### src/rtl/clock_div_multi.sv
`default_nettype none
// ============================================================================
//  Module   : clock_div_multi
//  Purpose  : Multi-channel synchronous clock divider. Each channel runs a
//             down-counter on the single system clock. It produces a
//             one-cycle tick enable and a registered near-50 % divided clock.
//             The divide ratio is programmable at run time. A new ratio is
//             captured into a pending slot and takes effect only at the
//             channel's terminal count, so the output never glitches.
//  Revision : 1.0 - initial release
// ----------------------------------------------------------------------------
//  Parameters
//    WIDTH       : counter / divide-ratio width (ratios 0 .. 2^WIDTH-1)
//    CHANNELS    : number of divider channels (>= 1)
//    DEFAULT_DIV : ratio of every channel after reset
//  Ports
//    clock_i          in   1         system clock, rising edge
//    reset_ni         in   1         asynchronous reset, active low
//    enable_i         in   1         global advance enable
//    load_i           in   CHANNELS  per-channel strobe capturing div_value_i
//    div_value_i      in   WIDTH     new ratio, shared by all channels
//    load_pending_o   out  CHANNELS  captured ratio waiting for terminal count
//    tick_o           out  CHANNELS  one-cycle pulse, once per D advances
//    div_clock_o      out  CHANNELS  registered divided clock
//  Build option
//    CLOCK_DIV_CASCADE_EN : when defined, channel i>0 advances only on edges
//                           where the registered tick of channel i-1 is high.
//                           Effective ratios then multiply down the chain.
// ============================================================================
module clock_div_multi #(
    parameter int WIDTH       = 17,
    parameter int CHANNELS    = 2,
    parameter int DEFAULT_DIV = 2
) (
    input  logic                clock_i,
    input  logic                reset_ni,
    input  logic                enable_i,
    input  logic [CHANNELS-1:0] load_i,
    input  logic [WIDTH-1:0]    div_value_i,
    output logic [CHANNELS-1:0] load_pending_o,
    output logic [CHANNELS-1:0] tick_o,
    output logic [CHANNELS-1:0] div_clock_o
);

    localparam logic [WIDTH-1:0] C_DIV_RST = WIDTH'(DEFAULT_DIV);
    localparam logic [WIDTH-1:0] C_ONE     = WIDTH'(1);

    // Registered ticks of all channels. In cascade builds they feed the
    // advance condition of the next stage.
    logic [CHANNELS-1:0] tick_vec;

    for (genvar gi = 0; gi < CHANNELS; gi++) begin : g_ch

        logic adv;

`ifdef CLOCK_DIV_CASCADE_EN
        if (gi == 0) begin : g_head
            assign adv = enable_i;
        end else begin : g_tail
            // The registered tick of the previous stage gates this stage,
            // which adds one clock of latency per stage.
            assign adv = enable_i & tick_vec[gi-1];
        end
`else
        assign adv = enable_i;
`endif

        logic [WIDTH-1:0] cnt_q,  cnt_d;
        logic [WIDTH-1:0] div_q,  div_d;
        logic [WIDTH-1:0] pend_q, pend_d;
        logic             pending_q, pending_d;
        logic             tick_q, tick_d;
        logic             dclk_q, dclk_d;
        logic             apply;
        logic [WIDTH-1:0] ratio;
        logic [WIDTH-1:0] half;

        always_comb begin
            cnt_d     = cnt_q;
            div_d     = div_q;
            pend_d    = pend_q;
            pending_d = pending_q;
            tick_d    = 1'b0;
            dclk_d    = dclk_q;

            // A pending ratio is applied only at a cycle boundary. A stopped
            // channel (D=0) is always at a boundary. A stopped channel always
            // holds cnt at 0.
            apply = adv & pending_q & ((cnt_q == '0) | (div_q == '0));
            ratio = apply ? pend_q : div_q;
            half  = ratio >> 1;

            if (apply) begin
                div_d     = pend_q;
                pending_d = 1'b0;
            end

            if (adv) begin
                if (ratio == '0) begin
                    cnt_d  = '0;
                    dclk_d = 1'b0;
                end else begin
                    if (cnt_q == '0) begin
                        cnt_d  = ratio - C_ONE;
                        tick_d = 1'b1;
                    end else begin
                        cnt_d  = cnt_q - C_ONE;
                    end
                    // The high phase is the upper part of the count range.
                    // This gives ceil(D/2) high cycles per period.
                    dclk_d = (cnt_d >= half);
                end
            end

            // Capture goes to the pending slot only. A load that coincides
            // with a terminal count therefore waits for the next one.
            if (load_i[gi]) begin
                pend_d    = div_value_i;
                pending_d = 1'b1;
            end
        end

        always_ff @(posedge clock_i or negedge reset_ni) begin
            if (!reset_ni) begin
                cnt_q     <= '0;
                div_q     <= C_DIV_RST;
                pend_q    <= '0;
                pending_q <= 1'b0;
                tick_q    <= 1'b0;
                dclk_q    <= 1'b0;
            end else begin
                cnt_q     <= cnt_d;
                div_q     <= div_d;
                pend_q    <= pend_d;
                pending_q <= pending_d;
                tick_q    <= tick_d;
                dclk_q    <= dclk_d;
            end
        end

        assign tick_vec[gi]       = tick_q;
        assign load_pending_o[gi] = pending_q;
        assign div_clock_o[gi]    = dclk_q;
    end

    assign tick_o = tick_vec;

endmodule
`default_nettype wire

### config.mk
export PLATFORM = sky130hd
export DESIGN_NAME = clock_div_multi
export DESIGN_NICKNAME = d
export VERILOG_FILES = /design/src/rtl/clock_div_multi.sv
export SDC_FILE = /design/constraint.sdc
export NUM_CORES = 1
export LEC_CHECK = 0
export CORE_AREA = 2 2 129 131
export CTS_CLUSTER_SIZE = 16
export DETAILED_ROUTE_END_ITERATION = 16
export DIE_AREA = 0 0 131 133
export DONT_BUFFER_PORTS = 1
export SKIP_LAST_GASP = 1
export SYNTH_ARGS = -nofsm -noshare
export SYNTH_HDL_FRONTEND = slang
export SYNTH_SLANG_ARGS = --single-unit
### constraint.sdc
create_clock -name clock_i -period 9.1 [get_ports clock_i]
set_clock_uncertainty 0.2 [all_clocks]
set_input_delay 1.82 -clock clock_i [delete_from_list [all_inputs] [get_ports clock_i]]
set_output_delay 1.82 -clock clock_i [all_outputs]
set_load 0.005 [all_outputs]
Metal 1:
Supply wires on this layer in gray.
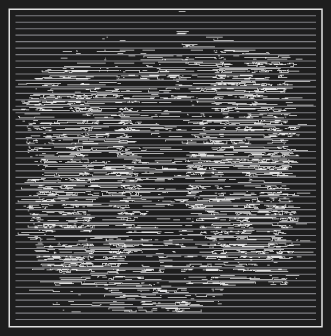
wire length on this layer: 8230 um
nets with wire on the layer: 711
share of all routed wire: 43%
longest straight run: 31.3 um
main direction: horizontal
met1 Use GR: 30.1%
via count: 5556
routed wire length: 19400 um

The metal 2 layer:
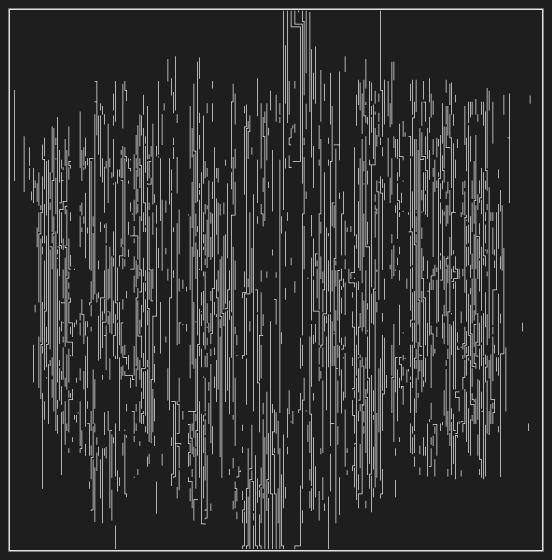
main direction: vertical
wire length on this layer: 9780 um
nets with wire on the layer: 638
longest straight run: 62.2 um
share of all routed wire: 51%

Signal wires on met3:
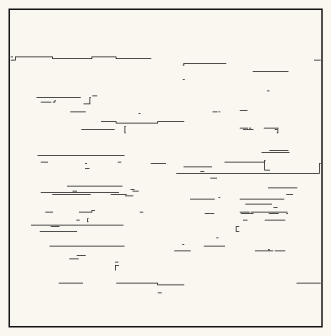
longest straight run: 60.0 um
main direction: horizontal
nets with wire on the layer: 59

==> notes.md <==
run results: status complete, no violations, synth warn 0, Final #Nets 744, crit-path most repeated cell nand2_1, CTS tree yes, pin count of the biggest net entering global routing 109, Mapped Area approximately 0.0071 mm2, Final Hold Fails 0, Worst Path Arrival ~5.5 ns, core box area between 0.015 and 0.02 mm2, hold path startpoint g_ch[1].cnt_q[12], final core occ between 40% and 50%, Post-DP HPWL 14700 um, worst r2r src g_ch[1].cnt_q[4], Final WS setup 3.67 ns, most numerous logic cell after layout dfrtp_1, pwr dens 325 mW/mm2, clk root buf clkbuf_16, fill cell count 1548, DRT iter0 DRCs 331, RSZ-0062 raised after global routing false, Layout area overhead 5.92%, clk buf depth 2, die width 131 um, CP max FO 47, First-pass DRT Iterations 5, post-route cell area 0.00750 mm2, reg2reg path depth 16, GRT overflow 0, CP peak stage delay 0.49 ns, crit end category flop, global-route wire length before repair 31400 um, flop-to-flop setup slack around 4.3 ns, GRT Overall Usage 23.5%, post-layout period usage 59.6%, CTS Hold Bufs 0, Die ar. 0.0174 mm2, post-CTS sizing 0, antenna violations before repair 0, Top FF cell, synth dfrtp_1, number of global-route vias before repair 5649, largest area contributor in the netlist dfrtp_1, remaining antenna violation count after routing 0, die extent in y 133 um, Tightest Pin Transition 1.17 ns, area of placed instances between 0.007 and 0.008 mm2, CP required 9.19 ns, syn avg cell area between 9 and 10 um2, Leakage about 3.4 nW, CP Launch Type input port, placed insts approximately 900, TNS Setup 0 ns
[where the power goes]
part	switching, mW	internal (mW)
Combinational	0.682	0.527
Sequential	0.191	0.633
Clock	0.210	0.196
[registers in the layout (all words and copies together), names as in the netlist]
name            cells
g_ch.pending_q      2
g_ch.div_q         34
g_ch.pend_q        34
g_ch.cnt_q         34
g_ch.tick_q         2
g_ch.dclk_q         2
[layer usage]
layer,up-vias,global-route usage (%),wire length (um),part of all wire [%]
met4,0,8.51,582,3.0
met1,2782,30.1,8230,43
li1,2599,-,-,-
met5,-,0,0,0
met2,137,39.6,9780,51
met3,38,4.12,764,3.9
[worst max-delay path: cells and delay by family]
family          cells  cell delay [ns]
compound gates      4             1.04
buf+inv             1             0.08
simple gates       11             2.02
fa+ha+maj           2             0.52
[layout make-up]
cell class                      count  area share (%)
Multi-Input combinational cell    517            53.5
Clock buffer                        9            3.00
Tap cell                          220            3.67
Inverter                           49            2.45
Sequential cell                   108            36.1
Timing Repair Buffer                3           0.300
Clock inverter                      7            1.03
[synthesized netlist by cell type (5+ instances only)]
library cell and number:
a211oi_1 5, nand2_1 48, nor3_1 24, mux2i_1 43, o211ai_1 5, nand4_1 12
a21oi_1 27, ha_1 34, nand3_1 11, nor4_1 19, clkbuf_1 11, nand4bb_1 5
mux2_2 44, and3_1 7, and2_1 6, or3_1 6, a211o_1 10, a22o_1 17
nor2b_1 6, a221o_1 6, buf_4 9, xnor2_1 8, a31oi_1 5, dfrtp_1 106
o21ai_0 22, buf_2 10, o21bai_1 12, a21o_1 8, xor2_1 10, nor2_1 36
inv_1 48
[cells by family after synthesis]
kind of cell / share of synthesized area, %
compound gates: 18.0
buf+inv: 5.37
fa+ha+maj: 6.01
xor+xnor: 2.46
simple gates: 16.5
mux: 13.4
flops: 38.2
Power figures rest on the tool's default switching activity, not on a simulated workload.
